===== config.mk =====
export PLATFORM = sky130hd
export DESIGN_NAME = board_serializer
export DESIGN_NICKNAME = d
export VERILOG_FILES = /design/src/rtl/board_serializer.sv
export SDC_FILE = /design/constraint.sdc
export NUM_CORES = 1
export LEC_CHECK = 0
export ABC_CLOCK_PERIOD_IN_PS = 3210
export CAP_MARGIN = 40
export CELL_PAD_IN_SITES_DETAIL_PLACEMENT = 0
export CELL_PAD_IN_SITES_GLOBAL_PLACEMENT = 1
export CORE_ASPECT_RATIO = 1.25
export CORE_MARGIN = 3
export CORE_UTILIZATION = 36
export DETAILED_ROUTE_END_ITERATION = 6
export MAX_ROUTING_LAYER = met4
export PLACE_DENSITY = 0.7
export SLEW_MARGIN = 20
export SYNTH_ARGS = -nofsm -noshare
export SYNTH_HDL_FRONTEND = slang
export SYNTH_SLANG_ARGS = --single-unit

===== constraint.sdc =====
create_clock -name in_clk -period 3.21 [get_ports in_clk]
set_input_delay 0.642 -clock in_clk [delete_from_list [all_inputs] [get_ports in_clk]]
set_output_delay 0.642 -clock in_clk [all_outputs]
set_load 0.02 [all_outputs]

===== src/rtl/board_serializer.sv =====
// rtl/board_serializer.sv - snapshot board word and shift it out MSB-first with sclk and latch
module board_serializer #(
    parameter int WIDTH   = 32,
    parameter int CLK_DIV = 4
) (
    input  logic             in_clk,
    input  logic             in_restart_n,
    input  logic [WIDTH-1:0] in_board,
    input  logic             in_send,
    input  logic             in_auto,
    output logic             out_busy,
    output logic             out_sclk,
    output logic             out_sdata,
    output logic             out_latch,
    output logic             out_done
);

    localparam int DW = (CLK_DIV > 1) ? $clog2(CLK_DIV) : 1;
    localparam int BW = $clog2(WIDTH);
    localparam logic [DW-1:0] DIV_MAX = DW'(CLK_DIV - 1);
    localparam logic [BW-1:0] BIT_MAX = BW'(WIDTH - 1);

    typedef enum logic [1:0] {IDLE, SHIFT, LATCH} state_t;

    state_t           state_q, state_d;
    logic [WIDTH-1:0] snap_q, snap_d;
    logic [WIDTH-1:0] last_sent_q, last_sent_d;
    logic [BW-1:0]    bit_cnt_q, bit_cnt_d;
    logic [DW-1:0]    div_cnt_q, div_cnt_d;
    logic             phase_q, phase_d;
    logic             busy_q, busy_d;
    logic             sclk_q, sclk_d;
    logic             sdata_q, sdata_d;
    logic             latch_q, latch_d;
    logic             done_q, done_d;

    logic             div_end;
    logic             start;
    logic [WIDTH-1:0] shifted;

    assign out_busy  = busy_q;
    assign out_sclk  = sclk_q;
    assign out_sdata = sdata_q;
    assign out_latch = latch_q;
    assign out_done  = done_q;

    // Next-state logic: divider paces sclk half-periods; data only moves on sclk falling edge
    always_comb begin
        state_d     = state_q;
        snap_d      = snap_q;
        last_sent_d = last_sent_q;
        bit_cnt_d   = bit_cnt_q;
        div_cnt_d   = div_cnt_q;
        phase_d     = phase_q;
        busy_d      = busy_q;
        sclk_d      = sclk_q;
        sdata_d     = sdata_q;
        latch_d     = latch_q;
        done_d      = 1'b0;

        div_end = (div_cnt_q == DIV_MAX);
        start   = in_send || (in_auto && (in_board != last_sent_q));
        // Bit bit_cnt+1 of the snapshot lands in the MSB position
        shifted = snap_q << (bit_cnt_q + BW'(1));

        case (state_q)
            IDLE: begin
                busy_d  = 1'b0;
                sclk_d  = 1'b0;
                sdata_d = 1'b0;
                latch_d = 1'b0;
                if (start) begin
                    snap_d    = in_board;
                    sdata_d   = in_board[WIDTH-1];
                    busy_d    = 1'b1;
                    phase_d   = 1'b0;
                    bit_cnt_d = '0;
                    div_cnt_d = '0;
                    state_d   = SHIFT;
                end
            end
            SHIFT: begin
                if (!div_end) begin
                    div_cnt_d = div_cnt_q + DW'(1);
                end else begin
                    div_cnt_d = '0;
                    if (!phase_q) begin
                        phase_d = 1'b1;
                        sclk_d  = 1'b1;
                    end else begin
                        phase_d = 1'b0;
                        sclk_d  = 1'b0;
                        if (bit_cnt_q != BIT_MAX) begin
                            bit_cnt_d = bit_cnt_q + BW'(1);
                            sdata_d   = shifted[WIDTH-1];
                        end else begin
                            sdata_d = 1'b0;
                            latch_d = 1'b1;
                            state_d = LATCH;
                        end
                    end
                end
            end
            LATCH: begin
                if (!div_end) begin
                    div_cnt_d = div_cnt_q + DW'(1);
                end else begin
                    div_cnt_d   = '0;
                    latch_d     = 1'b0;
                    busy_d      = 1'b0;
                    done_d      = 1'b1;
                    last_sent_d = snap_q;
                    state_d     = IDLE;
                end
            end
            default: begin
                state_d = IDLE;
            end
        endcase
    end

    // State and registered outputs; reset aborts any transfer silently
    always_ff @(posedge in_clk or negedge in_restart_n) begin
        if (!in_restart_n) begin
            state_q     <= IDLE;
            snap_q      <= '0;
            last_sent_q <= '0;
            bit_cnt_q   <= '0;
            div_cnt_q   <= '0;
            phase_q     <= 1'b0;
            busy_q      <= 1'b0;
            sclk_q      <= 1'b0;
            sdata_q     <= 1'b0;
            latch_q     <= 1'b0;
            done_q      <= 1'b0;
        end else begin
            state_q     <= state_d;
            snap_q      <= snap_d;
            last_sent_q <= last_sent_d;
            bit_cnt_q   <= bit_cnt_d;
            div_cnt_q   <= div_cnt_d;
            phase_q     <= phase_d;
            busy_q      <= busy_d;
            sclk_q      <= sclk_d;
            sdata_q     <= sdata_d;
            latch_q     <= latch_d;
            done_q      <= done_d;
        end
    end

endmodule


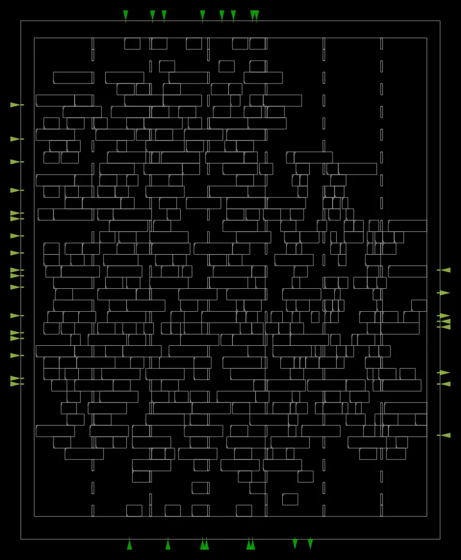
(run_1/placement.png)
Seq cells: 79
non-filler instance count after layout: 494
Rows: 42

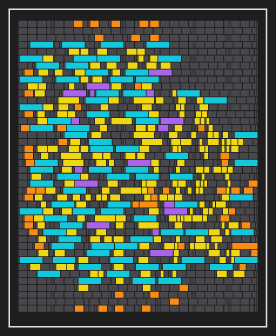
(run_1/placement_by_type.png)
Fill, decap, tap and diode cells in grey.
combinational and other logic -> yellow  # cells 214, share of their area 41%
clock drivers and dummy loads -> purple  # cells 16, share of their area 6.1%
remaining buffers and delay cells -> orange  # cells 53, share of their area 11%
sequential cells -> cyan  # cells 79, share of their area 42%
Finished Cell Area: 4890 um2
Final Core Density: 0.456
flop share of the area: 0.404

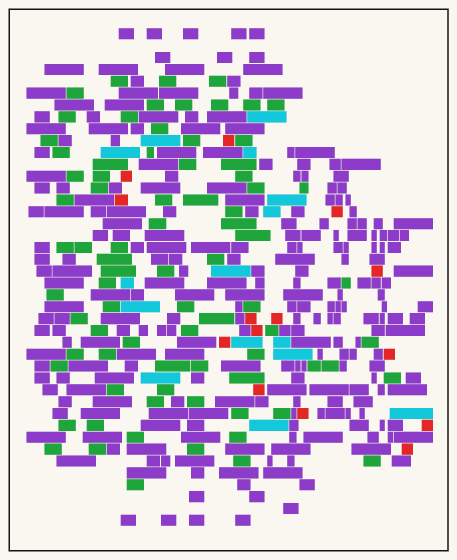
(run_1/sizes.png)
_3 and _4 cells -> red  # cells 14, share 3.9%
_0 and _1 cells -> purple  # cells 254, share 70%
_2 cells -> green  # cells 79, share 22%
_6 and larger -> cyan  # cells 15, share 4.1%

==> impl_metrics.tcl, run 1 <==
# yosys + openroad results
set metrics [dict create \
    edf_count 0 \
    cts_hold_buf 0 \
    overflow 0 \
    io_pins 41 \
    drt-total-wl_um 8720 \
    worst_ep_arrival_time_ns 2.93 \
    top_cells_by_area "dfrtp_1, mux2_2, xor2_1" \
    postCtsSetupRepairBufs 0 \
    avgSynthCellArea_um2 12.9 \
    cts.clk_slew.worst_paths_ns 0.07 \
    clk_root_buffer_cell "clkbuf_16" \
    syn-num-nets 352 \
    first_global_vias 2803 \
    pg_comb_mw 1.38 \
    timing.final.hold_violations 0 \
    crit_fanout 32 \
    viasPerCell 5.32 \
    end_kind "register" \
    hold_ws_ns 0.214 \
    drive_gt1_frac 0.298 \
    p_int_mw 2.66 \
    n_antenna_cell 0 \
    cts_sinks 79 \
    logic_family "multiplexers" \
    vias 2627 \
    syn_to_final_growth_pct 22.5 \
    htreeDepth 3 \
    worst_path_max_delay_cell "clkdlybuf4s50_1" \
    r2r_slack_ns 0.73 \
    ys_seq_share 0.495 \
    top_cell_area_share 0.495 \
    ys_cells 309 \
    top_area_cell "dfrtp_1" \
    power.leakage_nw 2.23 \
    yosysUniqueCellTypes 44 \
    r2r-start "bit_cnt_q[1]" \
    switchingPower_mw 1.30 \
    tns_ns 0 \
    switching_share 0.328 \
    powerSeq_mw 1.59 \
    setup_ws_ns 0.498 \
    place_area_um2 4610 \
    ys_sh_aoi 0.0564 \
    worstPathRequired_ns 3.43 \
    slowest_delay_ns 0.46 \
    p_comb_frac 0.350 \
    warning_count 29 \
    clkPwrFrac 0.249 \
    reg2reg_to "out_sdata" \
    die_h_um 124 \
    startpoint "in_board[1]" \
    dr.pass1.iters 4 \
    status "completed" \
    coreArea_um2 10700 \
    mux_share 0.256 \
    cp-start-kind "input pin" \
    drc 0 \
    synthArstFlopShare 1.00 \
    rsz0062_at_grt "false" \
]
## run 1: layout make-up
| class | count | area share |
|---|---|---|
| clock inverter | 7 | 0.0125 |
| multi-input combinational | 208 | 0.391 |
| sequential | 79 | 0.404 |
| tap | 132 | 0.0338 |
| inverter | 6 | 0.00460 |
| timing repair buffer | 53 | 0.108 |
| clock buffer | 9 | 0.0460 |
## run 1: registers in the layout, indices dropped and copies added, names as in the netlist
signal       flops
out_busy         1
state_q          2
out_done         1
out_sdata        1
out_latch        1
snap_q          32
out_sclk         1
phase_q          1
div_cnt_q        2
last_sent_q     32
bit_cnt_q        5
## run 1: layer usage
metal  vias up  part of all wire  GRT usage
met5         -                 0          -
met4         0             0.013     0.0438
met3         9             0.029     0.0342
met2        44              0.51      0.260
met1      1356              0.45      0.194
li1       1218                 -          -
==> run_1/wires.png <==
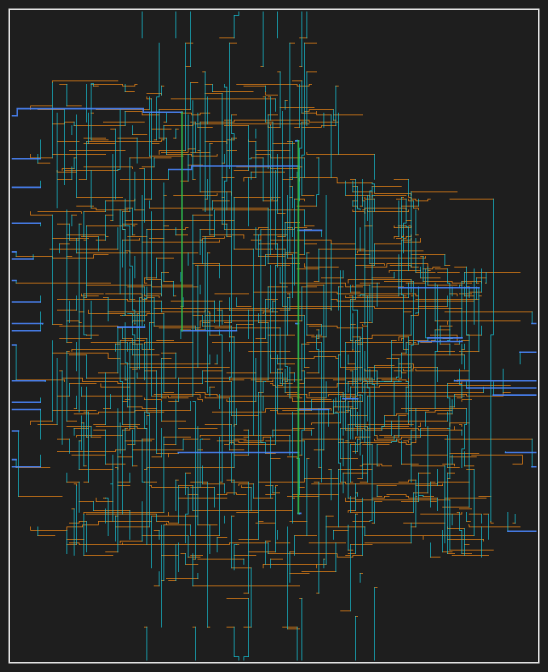

==> run 2: changes to the inputs <==
Settings changed: ABC_CLOCK_PERIOD_IN_PS 3210 to 2700.
Clock period 3.21 ns to 2.7 ns, I/O delays scaled along.
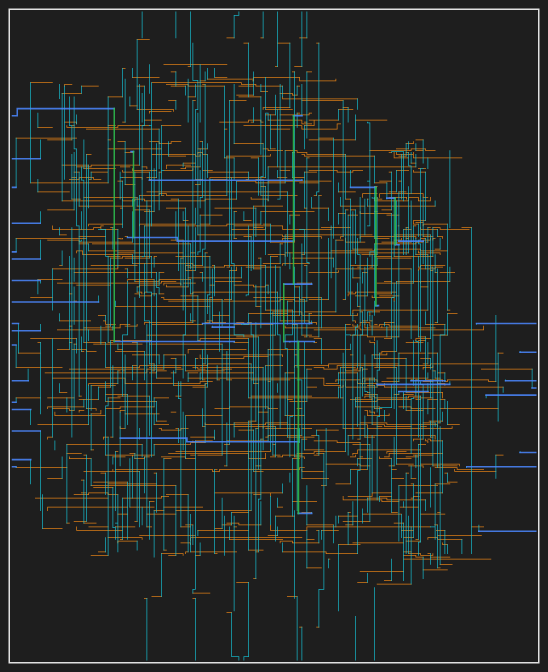
(run_2/wires.png)
metal 3 -> blue  # wire length 337 um
metal 1 -> orange  # wire length 3870 um
metal 4 -> green  # wire length 167 um
metal 2 -> cyan  # wire length 4910 um
via count of the routed design: 2671
drt wl/cell: 18.4 um

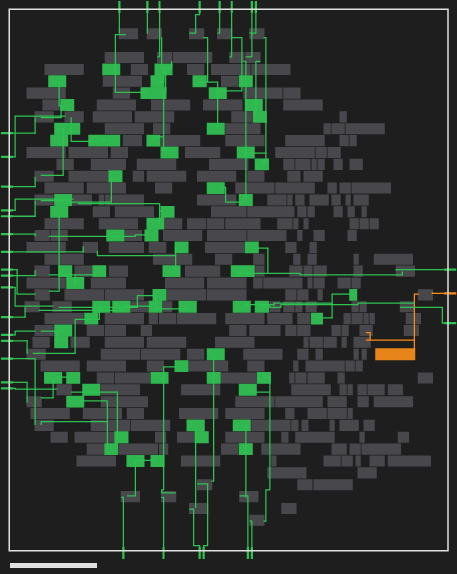
(run_2/io_fan.png)
The bar under the picture is 20 um long.
`out_sclk` -> orange  # bits 1, direction output, end cells 1, buffers 1, wire 30.7 um
`in_board` -> green  # bits 32, direction input, end cells 66, buffers 33, wire 1140 um

==> impl_metrics.tcl, run 2 <==
# yosys + openroad results
set metrics [dict create \
    cp-start-kind "input pin" \
    edf_count 0 \
    n_all_inverters 6 \
    powerSeq_mw 1.88 \
    clk_root_buffer_cell "clkbuf_16" \
    logic_family "multiplexers" \
    worst_path_max_delay_cell "clkdlybuf4s50_1" \
    viasPerCell 5.30 \
    top_cell_area_share 0.495 \
    buffer_area_frac 0.132 \
    crit_fanout 8 \
    mux_share 0.256 \
    status "completed" \
    switching_share 0.303 \
    comb_cells 208 \
    ys_sh_aoi 0.0564 \
    r2r-start "last_sent_q[18]" \
    die_h_um 124 \
    yosysUniqueCellTypes 44 \
    area_dominant_class "sequential cells" \
    hold_ws_ns 0.0975 \
    top_area_cell "dfrtp_1" \
    warning_count 29 \
    worstPathRequired_ns 2.91 \
    cts_sinks 79 \
    rows 42 \
    post-route-util 0.482 \
    ys_seq_share 0.495 \
    tns_ns 0 \
    end_kind "register" \
    drive_gt1_frac 0.336 \
    cts.clk_slew.worst_paths_ns 0.06 \
    overflow 0 \
    startpoint "in_board[22]" \
    p_int_mw 3.58 \
    timing.final.hold_violations 0 \
    p_comb_frac 0.359 \
    largestRegisters "last_sent_q: 32 flops, snap_q: 32 flops, bit_cnt_q: 5 flops" \
    place_area_um2 4660 \
    n_antenna_cell 0 \
    worst_ep_arrival_time_ns 2.84 \
    pg_comb_mw 1.84 \
]
==> run 2: netlist changes by cell type in the layout (fill, tap and decap cells not counted), moves of 2 or more <==
cell and delta:
nor4_2 +5, inv_8 -2, clkdlybuf4s50_1 -14, buf_4 +8
inv_6 -2, xor2_2 +2, nor4_1 -5, clkbuf_8 +2
dlymetal6s2s_1 +14, xor2_1 -2, clkbuf_16 +2, bufinv_16 +3
==> run 2: timing repair <==
action,CTS,global route
hold endpoints to repair,0,0
endpoints found under the setup margin,0,32
hold buffers,0,0
setup buffers,0,1
gates resized,0,23
==> run 2: layer usage <==
metal  track usage  vias to the layer above  part of all wire
li1              -                     1238                 -
met4        0.0590                        0             0.018
met3        0.0319                       16             0.036
met1         0.193                     1365              0.42
met2         0.269                       52              0.53
met5             -                        -                 0
